$ cat src/rtl/lcd_nibble_reader_pkg.sv
// Shared definitions for the LCD 4-bit read path: reader state encodings,
// default read-cycle timing (in 50 MHz clock cycles), the busy-flag bit
// position, and the HD44780 register-select encodings shared with the writer.
package lcd_nibble_reader_pkg;

  // Reader FSM state encodings
  localparam logic [2:0] RD_ST_IDLE     = 3'd0;
  localparam logic [2:0] RD_ST_SETUP    = 3'd1;
  localparam logic [2:0] RD_ST_E_HI1    = 3'd2;
  localparam logic [2:0] RD_ST_GAP      = 3'd3;
  localparam logic [2:0] RD_ST_E_HI2    = 3'd4;
  localparam logic [2:0] RD_ST_HOLD     = 3'd5;
  localparam logic [2:0] RD_ST_POLL_GAP = 3'd6;
  localparam logic [2:0] RD_ST_DONE     = 3'd7;

  // Default timing, in clock cycles
  localparam int RD_T_SETUP       = 2;
  localparam int RD_T_E_HIGH      = 12;
  localparam int RD_T_E_LOW       = 50;
  localparam int RD_T_HOLD        = 1;
  localparam int RD_POLL_TIMEOUT  = 100000;

  // Busy flag position in the status byte
  localparam int BF_BIT = 7;

  // LCD_RS encodings
  localparam logic RS_CMD  = 1'b0;
  localparam logic RS_DATA = 1'b1;

endpackage

$ cat src/rtl/lcd_delay_counter.sv
// Load/terminal-count down-counter used to time each phase of a read cycle.
//   clk, rst     : clock, asynchronous active-high reset
//   load_i       : load load_val_i this cycle (takes priority over counting)
//   load_val_i   : value loaded; a phase of N cycles loads N-1
//   tc_o         : terminal count, high while the count is zero
module lcd_delay_counter #(
  parameter int CNT_W = 16
) (
  input  logic             clk,
  input  logic             rst,
  input  logic             load_i,
  input  logic [CNT_W-1:0] load_val_i,
  output logic             tc_o
);

  logic [CNT_W-1:0] cnt_q;

  always_ff @(posedge clk or posedge rst) begin
    if (rst) begin
      cnt_q <= '0;
    end else if (load_i) begin
      cnt_q <= load_val_i;
    end else if (cnt_q != '0) begin
      cnt_q <= cnt_q - 1'b1;
    end
  end

  assign tc_o = (cnt_q == '0);

endmodule

$ cat src/rtl/lcd_nibble_reader.sv
// HD44780 4-bit read engine. Runs one status/data read (two E strobes, high
// nibble then low nibble) or repeats status reads until the busy flag clears,
// and returns the assembled byte with a one-cycle rsp_valid pulse.
//   clk, rst                : clock, asynchronous active-high reset
//   req_valid/req_ready     : request handshake (ready only in IDLE/DONE)
//   req_rs, req_poll        : register select; busy-flag poll mode
//   rsp_valid/rsp_data      : response pulse and byte (held between responses)
//   rsp_timeout             : poll gave up with BF still set
//   bus_own                 : reader owns the LCD control lines
//   LCD_E, LCD_RS, LCD_RW   : LCD control outputs (all registered)
//   DB_I                    : LCD DB[7:4] sampled from the pad
module lcd_nibble_reader
  import lcd_nibble_reader_pkg::*;
#(
  parameter int T_SETUP      = RD_T_SETUP,
  parameter int T_E_HIGH     = RD_T_E_HIGH,
  parameter int T_E_LOW      = RD_T_E_LOW,
  parameter int T_HOLD       = RD_T_HOLD,
  parameter int POLL_TIMEOUT = RD_POLL_TIMEOUT
) (
  input  logic       clk,
  input  logic       rst,
  input  logic       req_valid,
  input  logic       req_rs,
  input  logic       req_poll,
  output logic       req_ready,
  output logic       rsp_valid,
  output logic [7:0] rsp_data,
  output logic       rsp_timeout,
  output logic       bus_own,
  output logic       LCD_E,
  output logic       LCD_RS,
  output logic       LCD_RW,
  input  logic [3:0] DB_I
);

  localparam int CNT_W = 16;
  // A phase lasting N cycles loads N-1 so it ends on the edge where tc is seen.
  localparam logic [CNT_W-1:0] LD_SETUP = CNT_W'(T_SETUP - 1);
  localparam logic [CNT_W-1:0] LD_E_HI  = CNT_W'(T_E_HIGH - 1);
  localparam logic [CNT_W-1:0] LD_E_LO  = CNT_W'(T_E_LOW - 1);
  localparam logic [CNT_W-1:0] LD_HOLD  = CNT_W'(T_HOLD - 1);
  localparam logic [31:0]      TMO_LIM  = 32'(POLL_TIMEOUT);
  // BF lives in the high nibble
  localparam int               BF_NIB   = BF_BIT - 4;

  function automatic logic [31:0] sat_inc32(input logic [31:0] v);
    return (v == 32'hFFFF_FFFF) ? v : v + 32'd1;
  endfunction

  logic [2:0]       state_q, state_d;
  logic             e_q, e_d, rs_q, rs_d, rw_q, rw_d, own_q, own_d;
  logic             ready_q, ready_d, valid_q, valid_d, tmo_q, tmo_d;
  logic             poll_q, poll_d;
  logic [7:0]       data_q, data_d;
  logic [31:0]      elapsed_q, elapsed_d;
  logic [3:0]       hi_q, hi_d, lo_q, lo_d;
  logic             cnt_load, cnt_tc;
  logic [CNT_W-1:0] cnt_val;
  logic             accept;

  assign accept = req_valid && ready_q;

  lcd_delay_counter #(.CNT_W(CNT_W)) u_dly (
    .clk        (clk),
    .rst        (rst),
    .load_i     (cnt_load),
    .load_val_i (cnt_val),
    .tc_o       (cnt_tc)
  );

  always_comb begin
    state_d   = state_q;
    e_d       = e_q;
    rs_d      = rs_q;
    rw_d      = rw_q;
    own_d     = own_q;
    ready_d   = ready_q;
    valid_d   = 1'b0;
    tmo_d     = tmo_q;
    poll_d    = poll_q;
    data_d    = data_q;
    hi_d      = hi_q;
    lo_d      = lo_q;
    cnt_load  = 1'b0;
    cnt_val   = '0;
    elapsed_d = (state_q == RD_ST_IDLE) ? elapsed_q : sat_inc32(elapsed_q);
    case (state_q)
      RD_ST_IDLE, RD_ST_DONE: begin
        state_d = RD_ST_IDLE;
        // DONE keeps ready high, so a waiting request is taken straight away
        if (accept) begin
          rs_d      = (req_poll || !req_rs) ? RS_CMD : RS_DATA;
          rw_d      = 1'b1;
          own_d     = 1'b1;
          ready_d   = 1'b0;
          poll_d    = req_poll;
          tmo_d     = 1'b0;
          elapsed_d = '0;
          state_d   = RD_ST_SETUP;
          cnt_load  = 1'b1;
          cnt_val   = LD_SETUP;
        end
      end
      RD_ST_SETUP: if (cnt_tc) begin
        state_d  = RD_ST_E_HI1;
        e_d      = 1'b1;
        cnt_load = 1'b1;
        cnt_val  = LD_E_HI;
      end
      RD_ST_E_HI1: if (cnt_tc) begin
        state_d  = RD_ST_GAP;
        e_d      = 1'b0;
        hi_d     = DB_I;
        cnt_load = 1'b1;
        cnt_val  = LD_E_LO;
      end
      RD_ST_GAP: if (cnt_tc) begin
        state_d  = RD_ST_E_HI2;
        e_d      = 1'b1;
        cnt_load = 1'b1;
        cnt_val  = LD_E_HI;
      end
      RD_ST_E_HI2: if (cnt_tc) begin
        e_d      = 1'b0;
        lo_d     = DB_I;
        cnt_load = 1'b1;
        state_d  = RD_ST_HOLD;
        cnt_val  = LD_HOLD;
        if (poll_q && hi_q[BF_NIB]) begin
          if (elapsed_q >= TMO_LIM) begin
            tmo_d = 1'b1;
          end else begin
            state_d = RD_ST_POLL_GAP;
            cnt_val = LD_E_LO;
          end
        end
      end
      RD_ST_POLL_GAP: if (cnt_tc) begin
        state_d  = RD_ST_SETUP;
        cnt_load = 1'b1;
        cnt_val  = LD_SETUP;
      end
      RD_ST_HOLD: if (cnt_tc) begin
        state_d = RD_ST_DONE;
        rw_d    = 1'b0;
        own_d   = 1'b0;
        ready_d = 1'b1;
        valid_d = 1'b1;
        data_d  = {hi_q, lo_q};
      end
      default: state_d = RD_ST_IDLE;
    endcase
  end

  always_ff @(posedge clk or posedge rst) begin
    if (rst) begin
      state_q   <= RD_ST_IDLE;
      e_q       <= 1'b0;
      rs_q      <= 1'b0;
      rw_q      <= 1'b0;
      own_q     <= 1'b0;
      ready_q   <= 1'b1;
      valid_q   <= 1'b0;
      tmo_q     <= 1'b0;
      poll_q    <= 1'b0;
      data_q    <= '0;
      elapsed_q <= '0;
    end else begin
      state_q   <= state_d;
      e_q       <= e_d;
      rs_q      <= rs_d;
      rw_q      <= rw_d;
      own_q     <= own_d;
      ready_q   <= ready_d;
      valid_q   <= valid_d;
      tmo_q     <= tmo_d;
      poll_q    <= poll_d;
      data_q    <= data_d;
      elapsed_q <= elapsed_d;
    end
  end

  // Nibble capture registers; a partial byte is never exposed, so no reset
  always_ff @(posedge clk) begin
    hi_q <= hi_d;
    lo_q <= lo_d;
  end

  assign req_ready   = ready_q;
  assign rsp_valid   = valid_q;
  assign rsp_data    = data_q;
  assign rsp_timeout = tmo_q;
  assign bus_own     = own_q;
  assign LCD_E       = e_q;
  assign LCD_RS      = rs_q;
  assign LCD_RW      = rw_q;

endmodule

$ cat config.mk
export PLATFORM = sky130hd
export DESIGN_NAME = lcd_nibble_reader
export DESIGN_NICKNAME = d
export VERILOG_FILES = /design/src/rtl/lcd_nibble_reader_pkg.sv /design/src/rtl/lcd_delay_counter.sv /design/src/rtl/lcd_nibble_reader.sv
export SDC_FILE = /design/constraint.sdc
export NUM_CORES = 1
export LEC_CHECK = 0
export CORE_MARGIN = 1
export CORE_UTILIZATION = 40
export CTS_CLUSTER_SIZE = 12
export DETAILED_ROUTE_END_ITERATION = 16
export PLACE_DENSITY = 0.65
export SLEW_MARGIN = 10
export SYNTH_ARGS = -nofsm -noshare
export SYNTH_HDL_FRONTEND = slang
export SYNTH_SLANG_ARGS = --single-unit
$ cat constraint.sdc
create_clock -name clk -period 2.8 [get_ports clk]
set_input_delay 0.42 -clock clk [delete_from_list [all_inputs] [get_ports clk]]
set_output_delay 0.42 -clock clk [all_outputs]
set_load 0.05 [all_outputs]
final_clocks.png
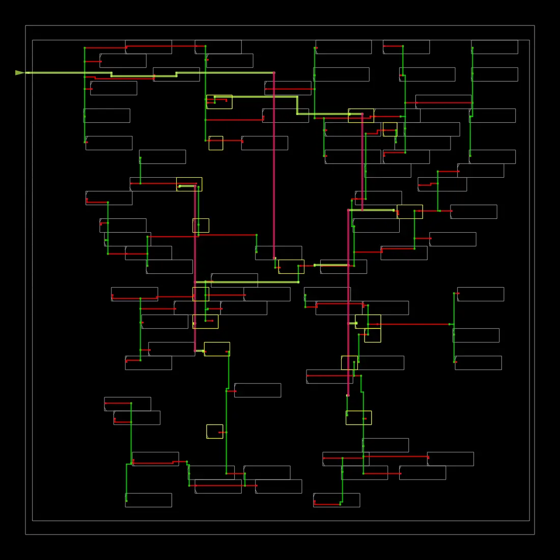
cts bufs inserted: 9
sink count of the clock tree: 74

gate_families.png
Scale: 3 px per um.
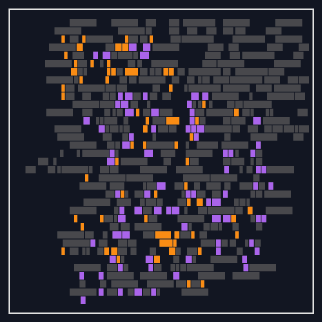
- purple: inverting AOI/OAI gates (cells 80; most used a21oi_1)
- orange: NOR gates (cells 62; most used nor2_1)

clock_map.png
Scale: 3 px per um.
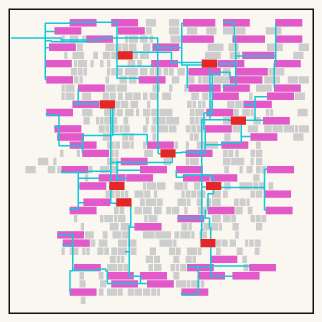
- cyan: clock wires (length 966 um)
- magenta: flip-flops (count 74)
- red: cells driving clock nets (count 9)
- routed clock nets: 10
- flops lie: spread over the die

metal_stack.png
Scale: 4 px per um.
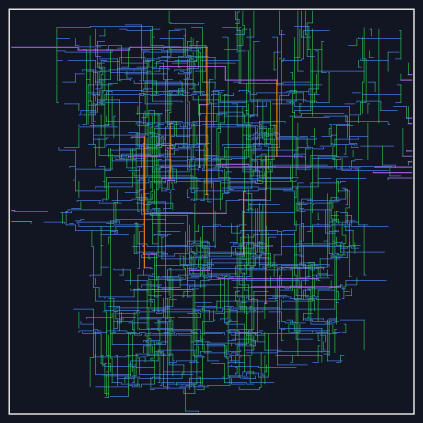
- orange: met4 (wire length 170 um)
- purple: met3 (wire length 309 um)
- blue: met1 (wire length 4,120 um)
- green: met2 (wire length 3,800 um)

pdn.png
Scale: 4 px per um. Pins as bars on the die edge.
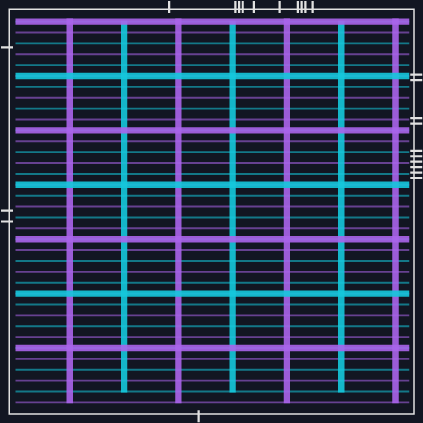
- cyan: VDD
- purple: VSS
- rows: 35
- met4 straps: 7
- met1 rails: 36

==> results.py <==
# Generated from Yosys and OpenROAD reports
metrics = {
    "timing": {
        "worst_slew_pin_slew_ns": 0.925,
        "number_of_hold_violations_in_the_final_report": 0,
        "grt_setup_unrepaired": "no",
    },
    "yosys": {
        "synth.cellmix.adderShare_pct": 1.60,
        "synthesis.nets": 417,
        "synth_area_leader_cell": "sky130_fd_sc_hd__dfrtp_1",
    },
    "cells_and_area": {
        "layout.filler_cells": 902,
        "logic_area_mm2": 0.00189,
        "signal_buffer_area_fraction_pct": 8.18,
        "fraction_of_layout_cells_with_a_size_suffix_above_1_pct": 13.3,
        "nClkBuffers": 9,
        "lay_top_cells": "sky130_fd_sc_hd__dfrtp_1 (65), sky130_fd_sc_hd__nor2_1 (41), sky130_fd_sc_hd__nand2_1 (35), sky130_fd_sc_hd__a21oi_1 (26), sky130_fd_sc_hd__clkdlybuf4s50_1 (23)",
        "seq_cells": 74,
        "nNetsFinal": 445,
    },
    "pwr": {
        "power_frac_comb_pct": 31.5,
        "leakage_nw": 1.89,
    },
    "cts": {
        "cts_root_buf": "sky130_fd_sc_hd__clkbuf_8",
        "cts.reportedPaths.clkPinSlew_ns": 0.09,
        "cts.repair_timing.setup_buffer_count": 0,
        "post_cts.resized_instances": 0,
    },
    "setup_path": {
        "worstSetupPathType": "register to register",
        "worst-endpoint-required_ns": 3.05,
    },
    "flow_run": {
        "drv.max_cap_violation_count": 0,
    },
    "placement": {
        "place_congestion": 0.850,
    },
    "global_route": {
        "all_layer_gr_usage_pct": 18.0,
        "grt_antenna_before_repair": 0,
        "grt_util_met2_pct": 27.3,
    },
    "route": {
        "totalWireLength_um": 8400,
        "detail_route.wirelength.met1_um": 4120,
    },
    "run_status": {
        "run_status": "completed",
    },
    "min_path": {
        "hold_path_class": "input pin to async pin",
    },
}
==> worst min path at each step <==
stage	to	slack, ns
after global routing	rsp_data[5]	0.31
after global placement	rsp_data[5]	0.46
final	rsp_data[5]	0.30
after detailed placement	rsp_data[1]	0.46
after floorplan	rsp_data[0]	0.46
after CTS	rsp_data[5]	0.29
==> power groups by stage <==
stage / combinational, mW / sequential [mW] / clock [mW]
2_1_floorplan: 0.809 / 1.65 / 0
5_1_grt: 1.28 / 1.72 / 0.848
6_report: 1.13 / 1.67 / 0.781
3_3_place_gp: 1.10 / 1.67 / 0
4_1_cts: 1.13 / 1.66 / 0.800
3_5_place_dp: 1.13 / 1.68 / 0
==> worst max-delay path, stage by stage (launching register included) <==
cell	delay, ns
sky130_fd_sc_hd__dfrtp_1	0.41
sky130_fd_sc_hd__inv_1	0.07
sky130_fd_sc_hd__ha_1	0.17
sky130_fd_sc_hd__or4b_1	0.46
sky130_fd_sc_hd__or4_1	0.51
sky130_fd_sc_hd__or4_1	0.41
sky130_fd_sc_hd__buf_4	0.21
sky130_fd_sc_hd__mux2_4	0.30
==> metrics by stage <==
| step | instance area (um2) | hold slack (ns) | setup WS (ns) | utilization [%] |
|---|---|---|---|---|
| after global placement | 4340 | 0.459 | 0.197 | 46.4 |
| after detailed placement | 4340 | 0.464 | 0.161 | 46.4 |
| after CTS | 4530 | 0.294 | 0.161 | 48.3 |
| after global routing | 4530 | 0.307 | 0.0493 | 48.3 |
| final | 4530 | 0.299 | 0.153 | 48.3 |
| after floorplan | 3910 | 0.458 | 0.230 | - |
==> sequential cells by signal (all words and copies together), names as in the netlist <==
register and flops:
elapsed_q 32, u_dly.cnt_q 16, rsp_data 8, hi_q 4
lo_q 4, state_q 3, LCD_E 1, LCD_RS 1
bus_own 1, poll_q 1, req_ready 1, rsp_timeout 1
rsp_valid 1
Power and IR drop assume default switching activity.
